### Sequential cells grouped by signal name, run 1

Other sequential cells in the stronger gray, the rest of the logic in the fainter gray.
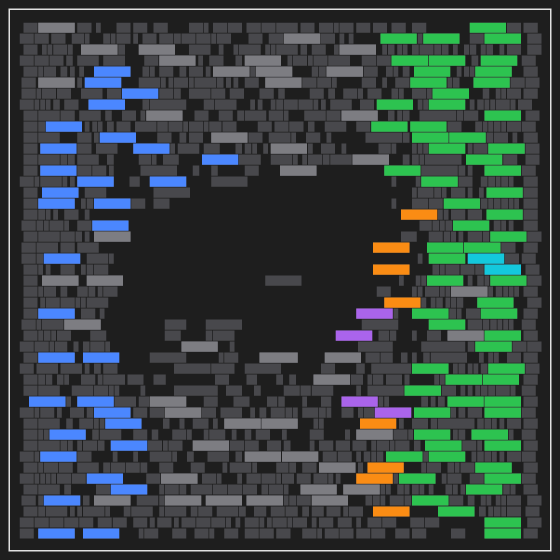
### Metal 4, run 1

Supply wires on this layer in gray.
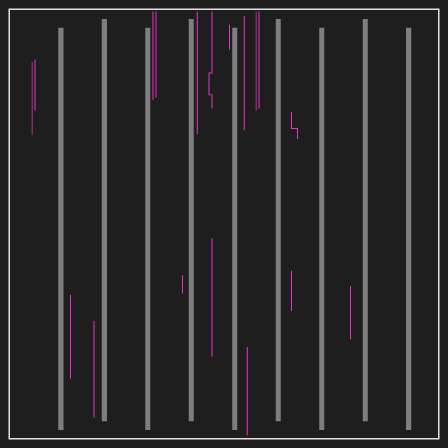
### Sizing map, run 1

The bar under the picture is 50 um long.
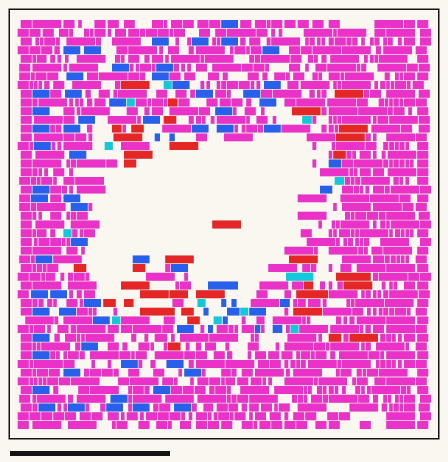
### Routed clock nets over the placement, run 1

The bar under the picture is 50 um long.
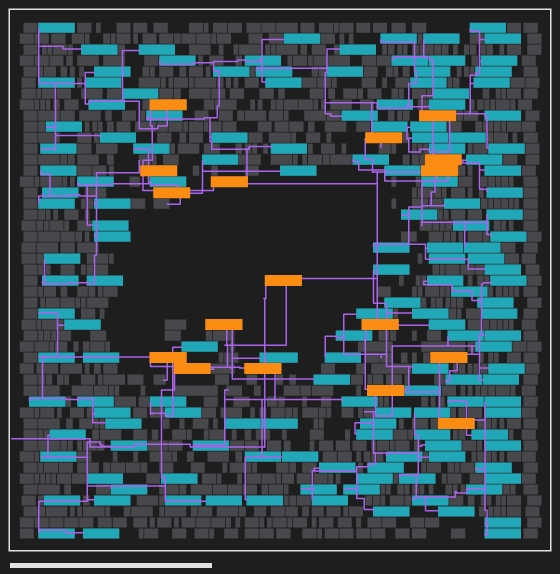
`config.mk`:
```
export PLATFORM = sky130hd
export DESIGN_NAME = alu_share_arbiter
export DESIGN_NICKNAME = d
export VERILOG_FILES = /design/src/rtl/alu_pkg.sv /design/src/rtl/rr_arbiter2.sv /design/src/rtl/alu_share_arbiter.sv
export SDC_FILE = /design/constraint.sdc
export NUM_CORES = 1
export LEC_CHECK = 0
export CAP_MARGIN = 20
export CORE_MARGIN = 2
export CORE_UTILIZATION = 42
export DETAILED_ROUTE_END_ITERATION = 8
export GPL_TIMING_DRIVEN = 0
export PLACE_DENSITY = 0.92
export SKIP_CTS_REPAIR_TIMING = 1
export SLEW_MARGIN = 25
export SYNTH_ARGS = -nofsm -noshare
export SYNTH_HDL_FRONTEND = slang
export SYNTH_SLANG_ARGS = --single-unit
```
`constraint.sdc`:
```
create_clock -name clk -period 8.4 [get_ports clk]
set_input_delay 2.52 -clock clk [delete_from_list [all_inputs] [get_ports clk]]
set_output_delay 2.52 -clock clk [all_outputs]
set_load 0.01 [all_outputs]
```
`src/rtl/alu_pkg.sv`:
```
// Shared definitions for the ALU sharing block: ALU control codes,
// per-requester state encoding and the response buffer payload.
// No logic; imported by the arbiter top.
package alu_pkg;

  // ALU control codes understood by the external ALU
  localparam logic [3:0] ALU_AND     = 4'd0;
  localparam logic [3:0] ALU_OR      = 4'd1;
  localparam logic [3:0] ALU_ADD     = 4'd2;
  localparam logic [3:0] ALU_SUB     = 4'd3;
  localparam logic [3:0] ALU_SLT     = 4'd4;
  localparam logic [3:0] ALU_NOR     = 4'd5;
  localparam logic [3:0] ALU_ILLEGAL = 4'd6;
  localparam logic [3:0] ALU_DIV     = 4'd7;
  localparam logic [3:0] ALU_SLL     = 4'd8;
  localparam logic [3:0] ALU_SGT     = 4'd9;
  localparam logic [3:0] ALU_CLZ     = 4'd10;
  localparam logic [3:0] ALU_SRL     = 4'd11;
  localparam logic [3:0] ALU_XOR     = 4'd12;
  localparam logic [3:0] ALU_SLTU    = 4'd13;
  localparam logic [3:0] ALU_SEXT    = 4'd14;
  localparam logic [3:0] ALU_SRA     = 4'd15;

  // Per-requester lifecycle: idle, op in the issue stage, result held
  localparam logic [1:0] RS_IDLE     = 2'd0;
  localparam logic [1:0] RS_INFLIGHT = 2'd1;
  localparam logic [1:0] RS_HOLD     = 2'd2;

  typedef struct packed {
    logic [31:0] result;
    logic        zero;
    logic        err;
  } resp_t;

endpackage

```
`src/rtl/rr_arbiter2.sv`:
```
// Two-way round-robin grant with a last-winner pointer.
// Latency: grant is combinational from elig; pointer updates on a grant edge.
// Backpressure: none; a requester only loses to the other on a tie.
// Ports: elig (eligible requesters) in, grant (one-hot or zero) out.
module rr_arbiter2 (
  input  logic       clk,
  input  logic       reset,
  input  logic [1:0] elig,
  output logic [1:0] grant
);

  // Id of the requester granted most recently; reset to 1 so 0 wins the first tie
  logic rr_last;

  always_comb begin
    grant = 2'b00;
    case (elig)
      2'b01:   grant = 2'b01;
      2'b10:   grant = 2'b10;
      2'b11:   grant = rr_last ? 2'b01 : 2'b10;
      default: grant = 2'b00;
    endcase
  end

  always_ff @(posedge clk or posedge reset) begin
    if (reset) begin
      rr_last <= 1'b1;
    end else if (|grant) begin
      rr_last <= grant[1];
    end
  end

endmodule

```
`src/rtl/alu_share_arbiter.sv`:
```
// Shares one external 32-bit ALU between two requesters with per-requester responses.
// Latency: accept to resp_valid is 2 cycles (issue register, then response capture).
// Backpressure: a requester with an unconsumed response is not accepted again;
// req_ready never depends combinationally on resp_ready.
// Ports: req_* request channels (2 lanes), resp_* response channels (2 lanes),
// alu_* drive/observe the shared ALU.
module alu_share_arbiter
  import alu_pkg::*;
#(
  parameter int         TAG_W      = 4,
  parameter logic [3:0] ILLEGAL_OP = ALU_ILLEGAL
) (
  input  logic               clk,
  input  logic               reset,
  input  logic [1:0]         req_valid,
  output logic [1:0]         req_ready,
  input  logic [7:0]         req_op,
  input  logic [63:0]        req_a,
  input  logic [63:0]        req_b,
  input  logic [2*TAG_W-1:0] req_tag,
  output logic [1:0]         resp_valid,
  input  logic [1:0]         resp_ready,
  output logic [63:0]        resp_result,
  output logic [1:0]         resp_zero,
  output logic [1:0]         resp_err,
  output logic [2*TAG_W-1:0] resp_tag,
  output logic [3:0]         alu_ctrl,
  output logic [31:0]        alu_a,
  output logic [31:0]        alu_b,
  input  logic [31:0]        alu_result,
  input  logic               alu_zero
);

  logic [1:0]       busy;
  logic [1:0]       elig;
  logic [1:0]       grant;
  logic             sel;

  logic             issue_valid;
  logic             issue_id;
  logic [3:0]       issue_op;
  logic [31:0]      issue_a;
  logic [31:0]      issue_b;
  logic [TAG_W-1:0] issue_tag;

  resp_t            cap;

  // Reset also forces req_ready low while it is held
  assign elig      = req_valid & ~busy & ~{2{reset}};
  assign req_ready = grant;
  assign sel       = grant[1];

  rr_arbiter2 u_rr (
    .clk   (clk),
    .reset (reset),
    .elig  (elig),
    .grant (grant)
  );

  // Issue stage: full for exactly the cycle after an accept; payload only
  // reloads on an accept so the ALU inputs hold their last values otherwise.
  always_ff @(posedge clk or posedge reset) begin
    if (reset) begin
      issue_valid <= 1'b0;
      issue_id    <= 1'b0;
      issue_op    <= 4'd0;
      issue_a     <= 32'd0;
      issue_b     <= 32'd0;
      issue_tag   <= '0;
    end else begin
      issue_valid <= |grant;
      if (|grant) begin
        issue_id  <= sel;
        issue_op  <= sel ? req_op[7:4]                : req_op[3:0];
        issue_a   <= sel ? req_a[63:32]               : req_a[31:0];
        issue_b   <= sel ? req_b[63:32]               : req_b[31:0];
        issue_tag <= sel ? req_tag[2*TAG_W-1:TAG_W]   : req_tag[TAG_W-1:0];
      end
    end
  end

  assign alu_ctrl = issue_op;
  assign alu_a    = issue_a;
  assign alu_b    = issue_b;

  // Illegal ops bypass the ALU output entirely
  always_comb begin
    cap = '{result: alu_result, zero: alu_zero, err: 1'b0};
    if (issue_op == ILLEGAL_OP) begin
      cap = '{result: 32'h0, zero: 1'b1, err: 1'b1};
    end
  end

  for (genvar i = 0; i < 2; i++) begin : g_req
    logic [1:0]       st;
    resp_t            rbuf;
    logic [TAG_W-1:0] tag_q;

    always_ff @(posedge clk or posedge reset) begin
      if (reset) begin
        st    <= RS_IDLE;
        rbuf  <= '0;
        tag_q <= '0;
      end else begin
        case (st)
          RS_IDLE: begin
            if (grant[i]) st <= RS_INFLIGHT;
          end
          RS_INFLIGHT: begin
            if (issue_valid && issue_id == 1'(i)) begin
              st    <= RS_HOLD;
              rbuf  <= cap;
              tag_q <= issue_tag;
            end
          end
          RS_HOLD: begin
            if (resp_ready[i]) st <= RS_IDLE;
          end
          default: st <= RS_IDLE;
        endcase
      end
    end

    assign busy[i]                      = (st != RS_IDLE);
    assign resp_valid[i]                = (st == RS_HOLD);
    assign resp_result[32*i +: 32]      = rbuf.result;
    assign resp_zero[i]                 = rbuf.zero;
    assign resp_err[i]                  = rbuf.err;
    assign resp_tag[TAG_W*i +: TAG_W]   = tag_q;
  end

endmodule

```
==> results_dict.tcl, run 1 <==
# collected from the flow reports
set metrics [dict create \
    fillers 1224 \
    combPwrFrac_pct 45.0 \
    top_cell "dfrtp_1" \
    pwr_density_cell_mw_per_mm2 345 \
    io_pins 331 \
    power_frac_seq_pct 34.3 \
    ys_chip_area_mm2 0.00705 \
    setup_viol 0 \
    ys.flops 155 \
    hold_class "reg -> reg" \
    yosysTopAreaCell "dfrtp_1" \
    fin_util_pct 68.2 \
    worstPathMaxFanout 10 \
    tool_warnings 26 \
    fp_util_pct 42.7 \
    synthCells 703 \
    antenna_found_initial 0 \
    status "completed" \
    clock.fmax_ghz 0.138 \
    ys_seq_share_pct 55.0 \
    grt_pass1_wl_mm 36.3 \
    finalNonFillerCells 1286 \
    place_area_mm2 0.0107 \
    whs_ns 0.481 \
    yosys-top-cells-area "dfrtp_1 (55%), a221oi_2 (13%), inv_1 (8.1%)" \
    ff_type "dfrtp_1" \
    tns_ns 0 \
    clockBufferDepth 2 \
    port-buffer-count 330 \
    die-area_mm2 0.0178 \
    start_kind "input pin" \
    intPower_mw 2.52 \
    worstSetupPathType "in -> out" \
    leakage_nw 5.23 \
    cts_tree "built" \
    p_sw_mw 1.37 \
    path_cells "clkdlybuf4s50_1, nor4b_2, buf_2, a21boi_2, buf_2, clkdlybuf4s50_1" \
    fin_nets 1236 \
    antenna_left 0 \
    finalClockPeriodUsage_pct 86.6 \
    top_cell_area_share_pct 54.6 \
    cts_made_buffers 17 \
    clock-sinks 155 \
    yosysWarningCount 0 \
    globalplace.congestion 0.825 \
    ir_drop_mv 0.159 \
    place_ws_ns 1.11 \
    slowest_delay_ns 0.60 \
    wire_per_inst_um 18.0 \
    async_flop_share_pct 100 \
    vias 6625 \
    via_per_inst 5.15 \
    endpoint_kind "primary output" \
    fp.dieH_um 134 \
    ys_types 27 \
    drive_gt1_share_pct 11.5 \
    ys_cells 703 \
    total_power_mw 3.89 \
    cts_root_buf "clkbuf_16" \
    slew_viol_final 0 \
    synth_area_per_cell_um2 10.0 \
    hold_viol_final 0 \
    cts_htree_levels 4 \
    drt_pass1_iterations 5 \
    min_period_ns 7.27 \
    core_area_mm2 0.0165 \
    grt_max_degree 80 \
    syn-num-nets 886 \
    synthTopCellsByCount "dfrtp_1 (154), inv_1 (153), nand2_1 (107)" \
    grt_use_total_pct 26.1 \
    critPathRequiredTime_ns 5.88 \
    die_w_um 134 \
    dp.cells 1254 \
    worstPathArrival_ns 4.75 \
    cap_violations 0 \
    grt_pass1_vias 6928 \
    synth.cell_area_mm2 0.00705 \
    power_switching_share_pct 35.3 \
    tightest_slew_ns 0.575 \
    critPathSlowestCell "clkdlybuf4s50_1" \
    path_clk_slew_ns 0.07 \
    detail_route.iter0.violations 411 \
    grt-ovfl-total 0 \
    rsz0062_at_grt "false" \
    dpl.hpwl_mm 17.1 \
    edf_count 0 \
    num_rows 47 \
    max_slew_margin_pct 61.7 \
    drc 0 \
    antenna_cells 0 \
    finalWirelength_mm 23.2 \
]
## Picture notes: 'Sequential cells grouped by signal name'
alu_b -> blue  # sequential cells 32, where a column on the left
g_req.st -> purple  # sequential cells 4
resp_result -> green  # sequential cells 64, where a column on the right
resp_zero -> cyan  # sequential cells 2
g_req.tag_q -> orange  # sequential cells 8
not colored = 45

## Picture notes: 'Metal 4'
main direction = vertical
wire length on this layer = 429 um
nets with wire on the layer = 15

## Picture notes: 'Sizing map'
x1 and smaller -> magenta  # cells 943, share 88%
x2 -> blue  # cells 75, share 7.0%
x6 and larger -> red  # cells 36, share 3.4%
x3 and x4 -> cyan  # cells 12, share 1.1%
final instance area: 0.0113 mm2
nonclk buf count: 383
area growth from synthesis to layout: 59.8%
fin worst setup slack: 1.13 ns

## Picture notes: 'Routed clock nets over the placement'
flip-flops -> cyan  # count 155
clock-net drivers -> orange  # count 17
clock wires -> purple  # length 2080 um
flops lie = widely spread
final setup skew: 0.0181 ns
Insertion Delay late pin: 0.43 ns
Clock power frac: 20.6%

## run 1: registers in the layout (all words and copies together), names as in the netlist
signal and cells:
alu_a 32, alu_b 32, alu_ctrl 4, g_req.st 4, g_req.tag_q 8, issue_id 1, issue_tag 4, issue_valid 1
resp_err 2, resp_result 64, resp_zero 2, u_rr.rr_last 1
## run 1: routing by layer
| layer | GRT usage, % | share of wire [%] | up-vias | wire length (um) |
|---|---|---|---|---|
| li1 | - | - | 3042 | - |
| met1 | 30.2 | 38 | 3228 | 8830 |
| met2 | 46.7 | 52 | 318 | 12100 |
| met3 | 7.08 | 7.9 | 37 | 1830 |
| met4 | 8.57 | 1.8 | 0 | 428 |
| met5 | 0 | 0 | - | 0 |
## run 1: cell usage in the layout, fill, tap and decap left out
cell	synthesis	routed
nor3_1	69	69
inv_1	153	152
nor2b_1	1	1
nand4bb_1	2	2
mux2_2	2	2
nor4b_4	1	1
o31ai_1	2	2
inv_8	0	4
bufinv_16	0	2
a222oi_1	3	3
nand2_1	107	107
nand4b_1	1	1
buf_16	0	1
buf_2	8	8
clkinvlp_4	0	2
o21ai_0	74	74
dfstp_2	1	1
a21oi_1	1	1
o41a_1	1	1
inv_6	0	4
clkinv_8	0	1
dfrtp_1	154	154
a31o_2	2	2
a221oi_2	60	60
clkinv_4	0	2
buf_6	7	7
clkbuf_16	0	17
a21o_1	1	1
nand2b_1	1	1
a221oi_1	9	9
buf_4	7	7
clkbuf_1	30	31
nor2_1	4	4
nor4b_2	1	1
clkdlybuf4s50_1	0	330
a21boi_2	1	1
## run 1: worst paths after layout
| path | start | endpoint | slack, ns | cells past startpoint |
|---|---|---|---|---|
| max in group asynchronous | reset | alu_b[26] | 4.87 | 3 |
| hold / removal | resp_result[59] | resp_result[59] | 0.48 | 2 |
| setup reg to reg | g_req[1].st[0] | alu_b[13] | 6.42 | 6 |
| setup / recovery | reset | req_ready[1] | 1.13 | 6 |
| hold reg to reg | resp_result[59] | resp_result[59] | 0.48 | 2 |
| min in group asynchronous | reset | resp_result[21] | 2.74 | 2 |
## run 1: power groups by stage
stage	clock network, mW	logic (mW)	registers, mW
after floorplan	0	0.626	1.47
after global placement	0	1.71	1.32
after detailed placement	0	1.76	1.34
after CTS	0.809	1.77	1.33
after global routing	0.841	1.89	1.37
final	0.804	1.75	1.34
## run 1: logic make-up after synthesis
| logic type | count (synthesis) | synth area share (%) |
|---|---|---|
| DFF | 155 | 55.0 |
| buffers and inverters | 205 | 12.2 |
| muxes | 2 | 0.319 |
| and+or+nand+nor | 187 | 12.0 |
| AOI/OAI and AO/OA | 154 | 20.5 |
## run 1: layout make-up
cell class / count / area (um2) / share of cell area (%)
Sequential cell: 155 / 3880 / 34.4
Buffer: 52 / 284 / 2.52
Multi-Input combinational cell: 343 / 2310 / 20.5
Clock buffer: 18 / 429 / 3.81
Clock inverter: 14 / 178 / 1.58
Timing Repair Buffer: 331 / 3330 / 29.5
Tap cell: 220 / 275 / 2.44
Inverter: 153 / 582 / 5.16
## run 1: worst max-delay path: cells and delay by family
kind,cells,cell delay (ns)
AND-OR/OR-AND,1,0.24
AND/OR/NAND/NOR,1,0.28
buffers and inverters,4,1.70
==> inputs of run 2 (changes only) <==
- SKIP_CTS_REPAIR_TIMING: 1 -> unset
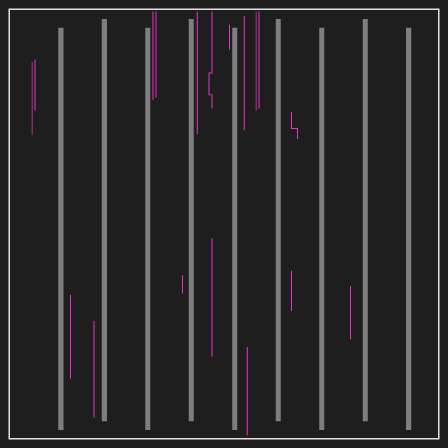
*Metal 4, run 2*
Supply wires on this layer in gray.
longest straight run = 38.1 um
main direction = vertical
share of all routed wire = 1.8%
vias: 6625
DRT Wirelength: 23.2 mm

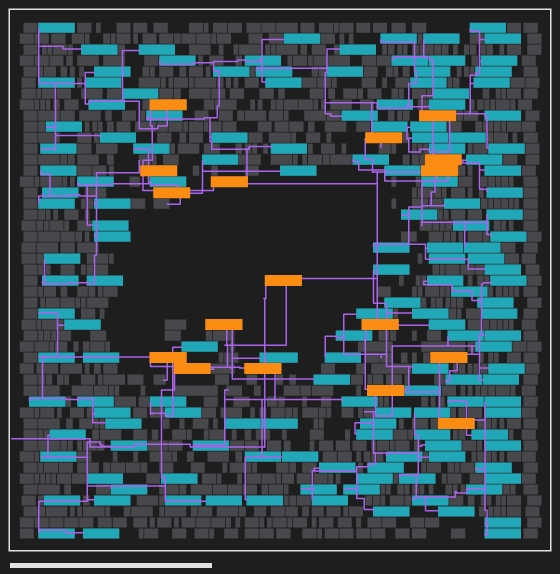
*Routed clock nets over the placement, run 2*
The bar under the picture is 50 um long.
clock wires -> purple  # length 2080 um
clock-net drivers -> orange  # count 17
flip-flops -> cyan  # count 155
routed clock nets = 18
flops lie = widely spread
clock network power: 0.804 mW

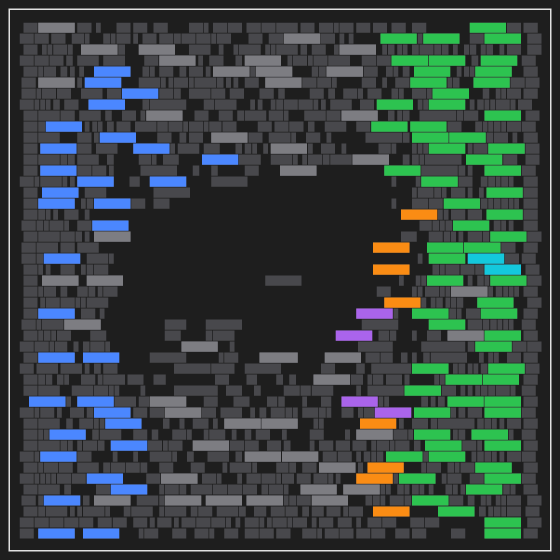
*Sequential cells grouped by signal name, run 2*
Other sequential cells in the stronger gray, the rest of the logic in the fainter gray.
resp_zero -> cyan  # sequential cells 2
g_req.st -> purple  # sequential cells 4
g_req.tag_q -> orange  # sequential cells 8
resp_result -> green  # sequential cells 64, where a column on the right
alu_b -> blue  # sequential cells 32, where a column on the left
not colored = 45

==> results_dict.tcl, run 2 <==
# collected from the flow reports
set metrics [dict create \
    final_cell_mix "clkdlybuf4s50_1 (330), dfrtp_1 (154), inv_1 (152)" \
    io_pins 331 \
    clock-sinks 155 \
    top_layer_used "met4" \
    grt_use_total_pct 26.1 \
    ff_type "dfrtp_1" \
    die-area_mm2 0.0178 \
    ys_seq_share_pct 55.0 \
    port-buffer-count 330 \
    antenna_left 0 \
    num_rows 47 \
    fin_nets 1236 \
    slew_viol_final 0 \
    status "completed" \
    edf_count 0 \
    antenna_found_initial 0 \
    critPathBufInv 4 \
    top_cell "dfrtp_1" \
    rsz0062_at_grt "false" \
    cts_made_buffers 17 \
    max_slew_margin_pct 61.7 \
    yosys-top-cells-area "dfrtp_1 (55%), a221oi_2 (13%), inv_1 (8.1%)" \
    ys_chip_area_mm2 0.00705 \
    drt_pass1_iterations 5 \
    setup_viol 0 \
    cap_violations 0 \
    finalClockPeriodUsage_pct 86.6 \
    fp_util_pct 42.7 \
    dp.cells 1254 \
    slowest_delay_ns 0.60 \
    grt_pass1_vias 6928 \
    fin_util_pct 68.2 \
    top_cell_area_share_pct 54.6 \
    path_delay_family "buffers and inverters" \
    place_ws_ns 1.11 \
    synthTopCellsByCount "dfrtp_1 (154), inv_1 (153), nand2_1 (107)" \
    crit_start "reset" \
    clockBufferDepth 2 \
    via_per_inst 5.15 \
    ys_types 27 \
    clock.fmax_ghz 0.138 \
    synth.cell_area_mm2 0.00705 \
    synthCells 703 \
    grt-ovfl-total 0 \
    detail_route.iter0.violations 411 \
    met2WireLength_mm 12.1 \
    worstPathArrival_ns 4.75 \
    core_area_mm2 0.0165 \
    antenna_cells 0 \
    cts_tree "built" \
    path_clk_slew_ns 0.07 \
    endpoint_kind "primary output" \
    hp-start "resp_result[59]" \
    post_cts_buffers 0 \
    ir_drop_mv 0.159 \
    fillers 1224 \
    insertion_delay_ns 0.43 \
    largest_reg_flops 64 \
    leakage_nw 5.23 \
    drive_gt1_share_pct 11.5 \
    tightest_slew_ns 0.575 \
    finalNonFillerCells 1286 \
    fp.dieH_um 134 \
    comb_area_mm2 0.00231 \
    grt_max_degree 80 \
    reg2reg_from "g_req[1].st[0]" \
    cts_root_buf "clkbuf_16" \
    area_growth_pct 59.8 \
    hold_viol_final 0 \
    syn-num-nets 886 \
    pwr_density_cell_mw_per_mm2 345 \
    hold_buffers 0 \
    synth_area_per_cell_um2 10.0 \
    cts_htree_levels 4 \
    async_flop_share_pct 100 \
    postCtsResizedCells 0 \
    grt_pass1_wl_mm 36.3 \
    timing.final.ws_setup_ns 1.13 \
    start_kind "input pin" \
    hold_class "reg -> reg" \
    globalplace.congestion 0.825 \
    ys_cells 703 \
    regArea_mm2 0.00388 \
    worstSetupPathType "in -> out" \
    critPathRequiredTime_ns 5.88 \
    worstPathMaxFanout 10 \
    dpl.hpwl_mm 17.1 \
    critPathSlowestCell "clkdlybuf4s50_1" \
    wirelength_met1_mm 8.83 \
    layout_top_cell "clkdlybuf4s50_1" \
    yosysWarningCount 0 \
    tool_warnings 26 \
    ys.flops 155 \
    met3_length_mm 1.83 \
    wire_per_inst_um 18.0 \
    drc 0 \
    fin_skew_ns 0.0181 \
    whs_ns 0.481 \
    die_w_um 134 \
    path_cells "clkdlybuf4s50_1, nor4b_2, buf_2, a21boi_2, buf_2, clkdlybuf4s50_1" \
    yosysTopAreaCell "dfrtp_1" \
    min_period_ns 7.27 \
]
-- run 2: cell counts after synthesis --
No cell type changed its count.
-- run 2: power by group --
group | switching, mW | internal (mW)
logic | 0.795 | 0.959
clock network | 0.352 | 0.452
registers | 0.227 | 1.11
total | 1.37 | 2.52
-- run 2: worst paths after layout --
path / slack (ns) / cells after the start / to
worst min-delay path: 0.48 / 2 / resp_result[59]
worst max register to register: 6.42 / 6 / alu_b[13]
worst max-delay path: 1.13 / 6 / req_ready[1]
min in group asynchronous: 2.74 / 2 / resp_result[21]
worst min register to register: 0.48 / 2 / resp_result[59]
max in group asynchronous: 4.87 / 3 / alu_b[26]
-- run 2: logic make-up after synthesis --
logic type / Yosys count / share of synthesized area, %
mux: 2 / 0.319
flops: 155 / 55.0
buf+inv: 205 / 12.2
compound gates: 154 / 20.5
simple gates: 187 / 12.0
-- run 2: layer usage --
metal,track usage [%],vias up
met5,0,-
met4,8.57,0
met3,7.08,37
met2,46.7,318
met1,30.2,3228
li1,-,3042
-- run 2: cell type report --
class	count	area share [%]
buffer	52	2.52
clock buffer	18	3.81
clock inverter	14	1.58
inverter	153	5.16
multi-input combinational	343	20.5
sequential	155	34.4
tap	220	2.44
timing repair buffer	331	29.5
-- run 2: stage by stage --
stage | area [um2] | setup TNS, ns | total power, mW
2_1_floorplan | 7050 | 0 | 2.10
3_3_place_gp | 10600 | -78.20 | 3.03
3_5_place_dp | 10700 | 0 | 3.10
4_1_cts | 11300 | 0 | 3.91
5_1_grt | 11300 | 0 | 4.11
6_report | 11300 | 0 | 3.89
-- run 2: worst reg2reg max path, delay by kind of cell, from the launching register on --
family                 cells  cell delay, ns
AOI/OAI and AO/OA          2            0.32
buffers and inverters      3            0.79
DFF                        1            0.46
and+or+nand+nor            1            0.29
### The clock network, run 2

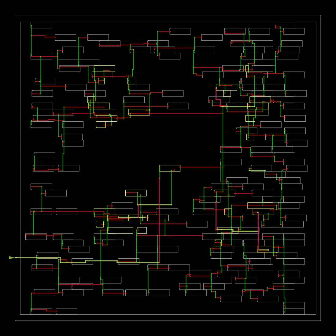

==> inputs of run 3 (changes only) <==
- CAP_MARGIN: 20 -> unset
- PLACE_DENSITY: 0.92 -> unset
- PLACE_DENSITY_LB_ADDON: unset -> 0.2
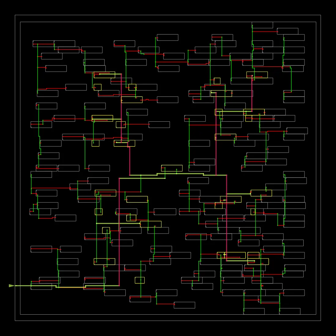
*The clock network, run 3*
CTS Buf Count: 17
final setup skew: 0.0111 ns
Clock Sinks: 155

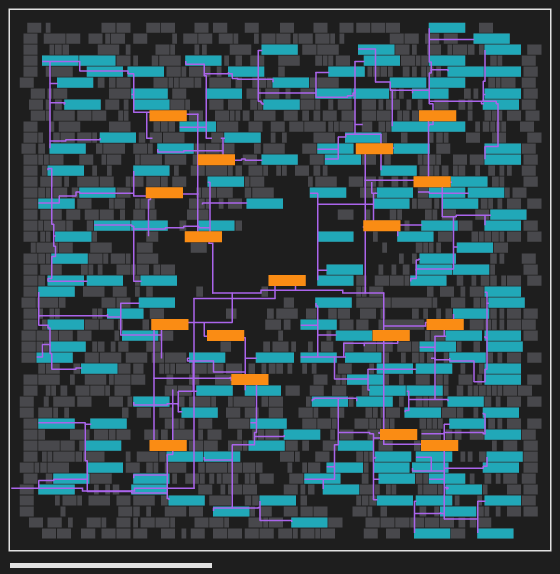
*Routed clock nets over the placement, run 3*
The bar under the picture is 50 um long.
clock-net drivers -> orange  # count 17
clock wires -> purple  # length 1890 um
flip-flops -> cyan  # count 155
flops lie = widely spread
routed clock nets = 18
clock network power: 0.733 mW
Clock power frac: 19.3%

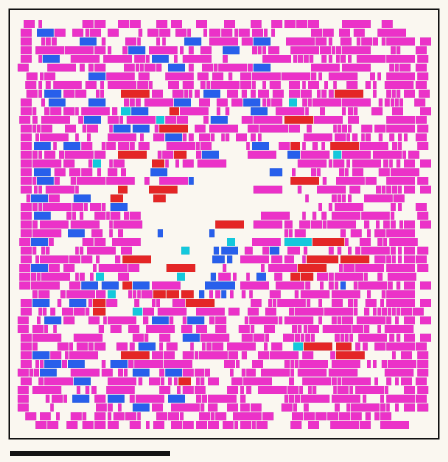
*Sizing map, run 3*
The bar under the picture is 50 um long.
x6 and larger -> red  # cells 36, share 3.4%
x1 and smaller -> magenta  # cells 942, share 88%
x3 and x4 -> cyan  # cells 13, share 1.2%
x2 -> blue  # cells 76, share 7.1%

==> results_dict.tcl, run 3 <==
# collected from the flow reports
set metrics [dict create \
    ys_seq_share_pct 55.0 \
    cts_htree_levels 4 \
    reg2reg_slack_ns 6.50 \
    num_rows 47 \
    core_area_mm2 0.0165 \
    area_growth_pct 59.6 \
    slew_viol_final 0 \
    cts_root_buf "clkbuf_16" \
    worstPathArrival_ns 4.74 \
    fp.dieH_um 134 \
    finalWirelength_mm 21.9 \
    hp-start "resp_result[38]" \
    worstHoldPathCells 2 \
    grt_pass1_vias 6612 \
    grt_max_degree 62 \
    drc 0 \
    min_period_ns 7.26 \
    synthTopCellsByCount "dfrtp_1 (154), inv_1 (153), nand2_1 (107)" \
    yosys-top-cells-area "dfrtp_1 (55%), a221oi_2 (13%), inv_1 (8.1%)" \
    stdcell_area_mm2 0.0113 \
    ff_type "dfrtp_1" \
    critPathSlowestCell "clkdlybuf4s50_1" \
    vias 6389 \
    synth.cell_area_mm2 0.00705 \
    ys.flops 155 \
    finalClockPeriodUsage_pct 86.4 \
    place_area_mm2 0.0107 \
    tool_warnings 26 \
    reg2reg_depth 6 \
    layout_top_cell "clkdlybuf4s50_1" \
    clockBufferDepth 2 \
    fp_util_pct 42.7 \
    worstSetupPathType "in -> out" \
    critPathRequiredTime_ns 5.88 \
    whs_ns 0.478 \
    total_power_mw 3.79 \
    detail_route.iter0.violations 263 \
    yosysTopAreaCell "dfrtp_1" \
    grt-ovfl-total 0 \
    top_cell "dfrtp_1" \
    port-buffer-count 330 \
    fillers 1317 \
    status "completed" \
    drt_pass1_iterations 6 \
    pwr_density_cell_mw_per_mm2 337 \
    critPathBufInv 4 \
    timing.final.ws_setup_ns 1.14 \
    post_cts_buffers 0 \
    max_slew_margin_pct 65.5 \
    edf_count 0 \
    die_w_um 134 \
    clock.fmax_ghz 0.138 \
    antenna_cells 0 \
    syn-num-nets 886 \
    start_kind "input pin" \
    grt_use_total_pct 24.9 \
    worstPathMaxFanout 10 \
    path_delay_family "buffers and inverters" \
    insertion_delay_ns 0.43 \
    hold_class "reg -> reg" \
    fin_nets 1237 \
    hold_viol_final 0 \
    grt_pass1_wl_mm 34.6 \
    postCtsResizedCells 0 \
    synthCells 703 \
    place_ws_ns 1.13 \
    largest_reg_flops 64 \
    worstReg2RegEnd "alu_a[1]" \
    leakage_nw 5.22 \
    reg2reg_from "g_req[1].st[0]" \
    dpl.hpwl_mm 16.6 \
    antenna_left 0 \
    rsz0062_at_grt "false" \
    via_per_inst 4.96 \
    ir_drop_mv 0.164 \
    drive_gt1_share_pct 11.7 \
    cap_violations 0 \
    endpoint_kind "primary output" \
    async_flop_share_pct 100 \
    synth_area_per_cell_um2 10.0 \
    setup_viol 0 \
    hold_end "resp_result[38]" \
    hold_buffers 0 \
    path_clk_slew_ns 0.07 \
    slowest_delay_ns 0.59 \
    io_pins 331 \
    tightest_slew_ns 0.517 \
    cts_tree "built" \
    tns_ns 0 \
    yosysWarningCount 0 \
    wire_per_inst_um 17.0 \
    ys_chip_area_mm2 0.00705 \
    antenna_found_initial 0 \
    top_cell_area_share_pct 54.6 \
    final_cell_mix "clkdlybuf4s50_1 (330), dfrtp_1 (154), inv_1 (152)" \
    path_cells "clkdlybuf4s50_1, nor4b_4, buf_4, o41a_1, buf_2, clkdlybuf4s50_1" \
    globalplace.congestion 0.803 \
    die-area_mm2 0.0178 \
    ys_types 27 \
    ys_cells 703 \
    cp_common_cell "clkdlybuf4s50_1" \
]
-- run 3: cell counts after synthesis --
Identical to the previous run, type by type.
-- run 3: metrics by stage --
| stage | utilization [%] | instances |
|---|---|---|
| 2_1_floorplan | - | 703 |
| 3_3_place_gp | 64.3 | 1253 |
| 3_5_place_dp | 64.7 | 1255 |
| 4_1_cts | 68.1 | 1287 |
| 5_1_grt | 68.1 | 1287 |
| 6_report | 68.1 | 1287 |
-- run 3: tightest hold or removal path: cells and delay by family (launching register included) --
family	cells	cell delay, ns
AND/OR/NAND/NOR	1	0.04
AND-OR/OR-AND	1	0.06
flip-flops	1	0.34
-- run 3: kinds of logic after synthesis --
logic type	share of synthesized area, %
AND/OR/NAND/NOR	12.0
AND-OR/OR-AND	20.5
multiplexers	0.319
buffers and inverters	12.2
flip-flops	55.0
-- run 3: power breakdown --
part           leakage [nW]  total, mW  internal (mW)  switching (mW)
sequential             1.79       1.32           1.11           0.214
combinational          3.15       1.74          0.960           0.776
clock                 0.274      0.733          0.397           0.335
total                  5.22       3.79           2.47            1.32
-- run 3: area by class of cell --
type	instances	area, um2	area share, %
flip-flops and latches	155	3880	34.5
repair buffers	332	3360	29.8
multi-input cells	343	2310	20.6
inverters	153	582	5.17
clock buffers	18	439	3.90
plain buffers	52	284	2.52
well taps	220	275	2.45
clock inverters	14	124	1.10
-- run 3: per-layer routing --
| metal | share of wire, % | wire length [um] | vias up | global-route usage (%) |
|---|---|---|---|---|
| met5 | 0 | 0 | - | 0 |
| li1 | - | - | 3031 | - |
| met1 | 39 | 8520 | 3091 | 29.4 |
| met4 | 1.6 | 350 | 0 | 7.09 |
| met2 | 51 | 11200 | 238 | 44.1 |
| met3 | 8.1 | 1770 | 29 | 7.34 |
-- run 3: how the worst max path moves through the flow --
| stage | start | end | cells past startpoint |
|---|---|---|---|
| after floorplan | reset | alu_a[0] | 1 |
| after global placement | reset | alu_b[27] | 2 |
| after detailed placement | reset | req_ready[0] | 6 |
| after CTS | reset | req_ready[0] | 6 |
| after global routing | reset | req_ready[0] | 6 |
| final | reset | req_ready[0] | 6 |
Power is estimated from default activity; no workload was simulated.
